==> config.mk <==
export PLATFORM = sky130hd
export DESIGN_NAME = track_segment_arbiter
export DESIGN_NICKNAME = d
export VERILOG_FILES = /design/src/rtl/train_pkg.sv /design/src/rtl/seg_timer.sv /design/src/rtl/track_segment_arbiter.sv
export SDC_FILE = /design/constraint.sdc
export NUM_CORES = 1
export LEC_CHECK = 0
export CAP_MARGIN = 10
export CORE_ASPECT_RATIO = 1.1
export CORE_MARGIN = 2
export CORE_UTILIZATION = 53
export CTS_CLUSTER_SIZE = 14
export DETAILED_ROUTE_END_ITERATION = 8
export PLACE_DENSITY_LB_ADDON = 0.12
export SETUP_SLACK_MARGIN = 0.4
export SYNTH_ARGS = -nofsm -noshare
export SYNTH_HDL_FRONTEND = slang
export SYNTH_SLANG_ARGS = --single-unit
==> constraint.sdc <==
create_clock -name clk -period 5.3 [get_ports clk]
set_input_delay 1.06 -clock clk [delete_from_list [all_inputs] [get_ports clk]]
set_output_delay 1.06 -clock clk [all_outputs]
set_load 0.03 [all_outputs]
Run 1, metal 1:
Scale bar: 20 um.
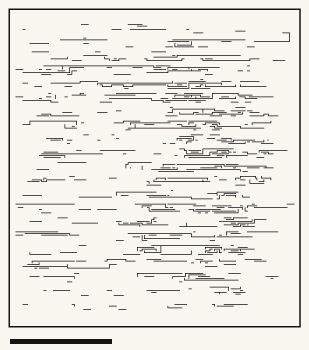
The layer holds 41% of the routed length. The layer carries 1370 um of wire.
met1 Usage GRT: 26.04%
routed via count: 1317
wirelength, routed: 3360 um

Run 1, signal wires on met2:
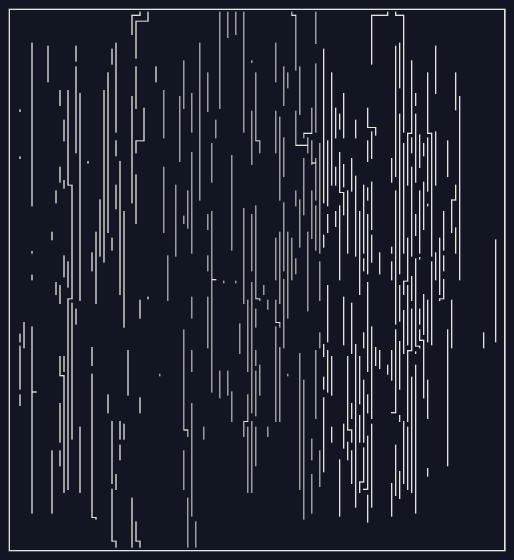
The wires run mostly vertical. The layer holds 51% of the routed length. The longest straight run is 23.8 um.
M2 GR Usage: 35.03%

Run 1, M3 wires:
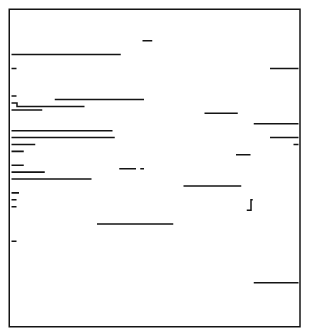
The layer holds 6.1% of the routed length. The wires run mostly horizontal. The layer carries 204 um of wire.
met3 demand-to-capacity share in global routing: 8.333%

==> qor.rpt, run 1 <==
==========================================================================
Number of flip-flops and latches ............................           35
Setup TNS ...................................................         0 ps
Adder Share, Synth ..........................................      0.7680%
Yosys-reported design area after synthesis .................. 0.001629 mm2
Area after DPL .............................................. 0.002003 mm2
Endpoints failing setup .....................................            0
Power group with the highest consumption .................... sequential cells
Worst max-slew margin expressed relative to the limit .......       51.47%
Routed met2 length ..........................................      1722 um
Area taken by multi-input logic gates .......................    710.7 um2
Overall die width ...........................................     56.86 um
Result of the run ........................................... finished clean
DRC viols ...................................................            0
Placed Cells incl. Taps .....................................          224
Number of well-tap cells placed .............................           34
Max frequency ...............................................   0.3318 GHz
Reg2Reg Depth ...............................................            7
Switching component of the power ............................    0.3134 mW
# fillers ...................................................          253
Synth Warn # ................................................            0
Syn-to-layout area delta ....................................       26.50%
Tcrit/Tclk final ............................................       56.87%
Biggest combinational cell group after synthesis ............ simple AND/OR/NAND/NOR gates
Synth mux share .............................................           0%
Synth cell count leaders .................................... dfrtp_1 (34), nor2_1 (24), and2_1 (18), nand2_1 (13), a21oi_1 (8)
Ranking of synthesized cells by area ........................ dfrtp_1 (52%), and2_1 (6.9%), nor2_1 (5.5%), nand2_1 (3.0%), xor2_1 (2.7%)
Post-synth net total ........................................          176
Register area ...............................................    877.1 um2
Total number of warnings across the stage logs ..............           26
Largest register FFs ........................................           11
Relative contribution of sequential cells to total power ....        45.7%
Avg Synthesized Cell Area ...................................    10.25 um2
Clock Latency Late Sink .....................................       340 ps
Wire length of the first global-routing pass ................      5947 um
Final worst slack ...........................................      2286 ps
DR top layer ................................................         met4
Overall fraction of global-route tracks in use ..............       21.77%
Delay contributed by the slowest stage of the critical path .       700 ps
Antenna diode count .........................................            0
Largest fanout on the critical path .........................           11
Die Size .................................................... 0.003534 mm2
Worst setup slack before clock tree synthesis ...............      1949 ps
Number of buffer and inverter stages on the critical path ...            1
Root buffer cell ............................................     clkbuf_4
Area of the mapped netlist .................................. 0.001629 mm2
Smallest hold slack .........................................     546.8 ps
Clock tree cell share of total cell area ....................       2.793%
Max Clock Skew ..............................................     10.49 ps
HPWL Detailed ...............................................      2494 um
# port buffers ..............................................           35
WP data required ............................................      5540 ps
Core outline area ........................................... 0.002995 mm2
Gates resized, CTS repair ...................................            0
Crit path capture type ......................................         flop
Net count reported at finish ................................          214
Level count of the clock H-tree .............................            2
Async set-or-reset flop fraction in the synthesized netlist .       100.0%
Worst setup SP type .........................................    input pin
==========================================================================
==> run 2, diff against run 1 <==
--- a/config.mk
+++ b/config.mk
@@ -8,7 +8,7 @@
 export CAP_MARGIN = 10
 export CORE_ASPECT_RATIO = 1.1
 export CORE_MARGIN = 2
-export CORE_UTILIZATION = 53
+export CORE_UTILIZATION = 45
 export CTS_CLUSTER_SIZE = 14
 export DETAILED_ROUTE_END_ITERATION = 8
 export PLACE_DENSITY_LB_ADDON = 0.12
==> constraint.sdc (replaced) <==
create_clock -name clk -period 2.5 [get_ports clk]
set_input_delay 0.5 -clock clk [delete_from_list [all_inputs] [get_ports clk]]
set_output_delay 0.5 -clock clk [all_outputs]
set_load 0.03 [all_outputs]
Run 2, M3 wires:
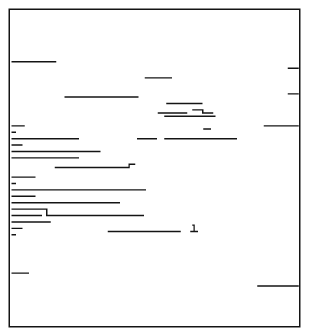
The wires run mostly horizontal. The longest straight run is 28.3 um. 31 nets have wire on it. The layer carries 298 um of wire. The layer holds 8.1% of the routed length.
wirelength, routed: 3662 um
met3 demand-to-capacity share in global routing: 8.932%
routed via count: 1391

Run 2, metal 1:
Scale bar: 20 um.
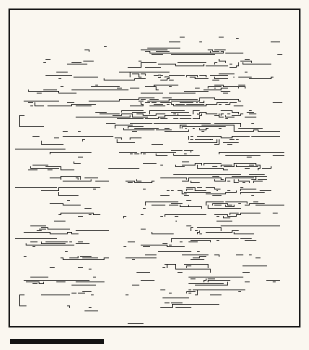
The layer carries 1470 um of wire. The longest straight run is 15.6 um. The wires run mostly horizontal. The layer holds 40% of the routed length.
met1 Usage GRT: 25.22%

==> run 2 against run 1 <==
Net effect:
- final cell count rose by 12%
- first-iteration DRC count grew 130%
- power rose by 150%
- combinational power went up to 3.5 times the previous value
- routed wire length up 9.0%
- global-route usage is 1.0 points lower
- hold slack improved by 14 ps
==> qor.rpt, run 2 <==
=================================================================================================
DR top layer .......................................................................         met4
Area taken by multi-input logic gates ..............................................    857.1 um2   +21%
Reg2Reg Depth ......................................................................            8   +1
Clock Latency Late Sink ............................................................       330 ps   about the same
Register area ......................................................................    878.3 um2   +0.14%
Adder Share, Synth .................................................................      0.7680%   unchanged
Area of the mapped netlist ......................................................... 0.001629 mm2   unchanged
Wire length of the first global-routing pass .......................................      6168 um   +3.7%
Avg Synthesized Cell Area ..........................................................    10.25 um2   unchanged
Yosys-reported design area after synthesis ......................................... 0.001629 mm2   unchanged
Worst setup SP type ................................................................         flop
Endpoints failing setup ............................................................            0   unchanged
Smallest hold slack ................................................................     561.2 ps   +14.41 ps
WP data required ...................................................................      2760 ps   -2780 ps
Die Size ........................................................................... 0.004118 mm2   +17%
Power group with the highest consumption ........................................... combinational cells
Number of flip-flops and latches ...................................................           35   unchanged
Post-CTS repair timing setup buffer count ..........................................            7
Busiest layer in global routing ....................................................         met2
Antenna diode count ................................................................            0   unchanged
Async set-or-reset flop fraction in the synthesized netlist ........................       100.0%   unchanged
Num ports ..........................................................................           36
Largest fanout on the critical path ................................................            4   -7
Vias in the first global route .....................................................         1372
Switching Share ....................................................................       39.68%
Switching component of the power ...................................................    0.7685 mW   +150%
TritonCTS buffer count .............................................................            5
Gates resized, CTS repair ..........................................................           20   +20
Final standard cell area without fillers ........................................... 0.002345 mm2
Post-synth net total ...............................................................          176   unchanged
Simple share .......................................................................       26.65%
Max Clock Skew .....................................................................     5.711 ps   -4.778 ps
Largest buffer count on any clock path .............................................            2
Net count reported at finish .......................................................          230   +7.5%
RSZ-0062 raised after global routing ...............................................          yes
Clock tree sinks ...................................................................           35
Fraction of layout instances using a drive strength above 1 ........................       25.94%
Synth mux share ....................................................................           0%   unchanged
Share of total power in combinational logic ........................................        50.6%
Number of distinct library cell variants in the gate-level netlist after synthesis .           38
Relative contribution of sequential cells to total power ...........................        35.2%   -10 points
Delay contributed by the slowest stage of the critical path ........................       430 ps   -270 ps
Max frequency ......................................................................   0.4494 GHz
Cts-stage hold buffer count ........................................................            0
DRC viols ..........................................................................            0   unchanged
Sequential share of cell area ......................................................       37.46%
# fillers ..........................................................................          285   +13%
Power, Total .......................................................................     1.936 mW
Non-clk bufs .......................................................................           52
And-or/or-and share of the synthesized area ........................................       11.90%
Number of cells in the finished layout apart from fillers ..........................          260
Crit path capture type .............................................................         flop
Routed met2 length .................................................................      1864 um   +8.2%
Reg clk slew, reported paths .......................................................       100 ps
Clk pwr share ......................................................................        14.2%
Clock tree cell share of total cell area ...........................................       1.921%   -0.87 points
# port buffers .....................................................................           35   unchanged
Biggest combinational cell group after synthesis ................................... simple AND/OR/NAND/NOR gates
Wirelength per Cell ................................................................     14.08 um
Syn-to-layout area delta ...........................................................       43.93%
Tcrit/Tclk final ...................................................................       89.01%
Measured slew at the worst slew-check pin ..........................................     509.2 ps
Number of non-clock inverters in the layout ........................................            4
Overall fraction of global-route tracks in use .....................................       20.74%   -1.0 points
Count of instantiated cells in the yosys netlist ...................................          159
Int Pwr ............................................................................     1.168 mW
Post-synthesis instance total ......................................................          159
Placed Cells incl. Taps ............................................................          246   +9.8%
Overall die width ..................................................................     61.37 um   +7.9%
Largest register FFs ...............................................................           11   unchanged
Synth Warn # .......................................................................            0   unchanged
Result of the run .................................................................. finished clean
Level count of the clock H-tree ....................................................            2   unchanged
Core outline area .................................................................. 0.003413 mm2   +14%
Worst setup slack before clock tree synthesis ......................................     46.95 ps   -1902 ps
Iteration tally of the first detailed-router pass ..................................            4
Number of buffer and inverter stages on the critical path ..........................            1   unchanged
HPWL Detailed ......................................................................      2508 um   +0.53%
Final worst slack ..................................................................     274.7 ps   -2011 ps
M2 GR Usage ........................................................................       31.91%   -3.1 points
Root buffer cell ...................................................................     clkbuf_4
Number of well-tap cells placed ....................................................           48   +41%
Total number of warnings across the stage logs .....................................           29   +12%
Area after DPL ..................................................................... 0.002111 mm2   +5.4%
Synth cell count leaders ........................................................... dfrtp_1 (34), nor2_1 (24), and2_1 (18), nand2_1 (13), a21oi_1 (8)
Setup TNS ..........................................................................         0 ps   unchanged
Ranking of synthesized cells by area ............................................... dfrtp_1 (52%), and2_1 (6.9%), nor2_1 (5.5%), nand2_1 (3.0%), xor2_1 (2.7%)
Worst max-slew margin expressed relative to the limit ..............................       65.74%   +14 points
=================================================================================================
No activity file was given, so power comes from the tool's default toggle rates.
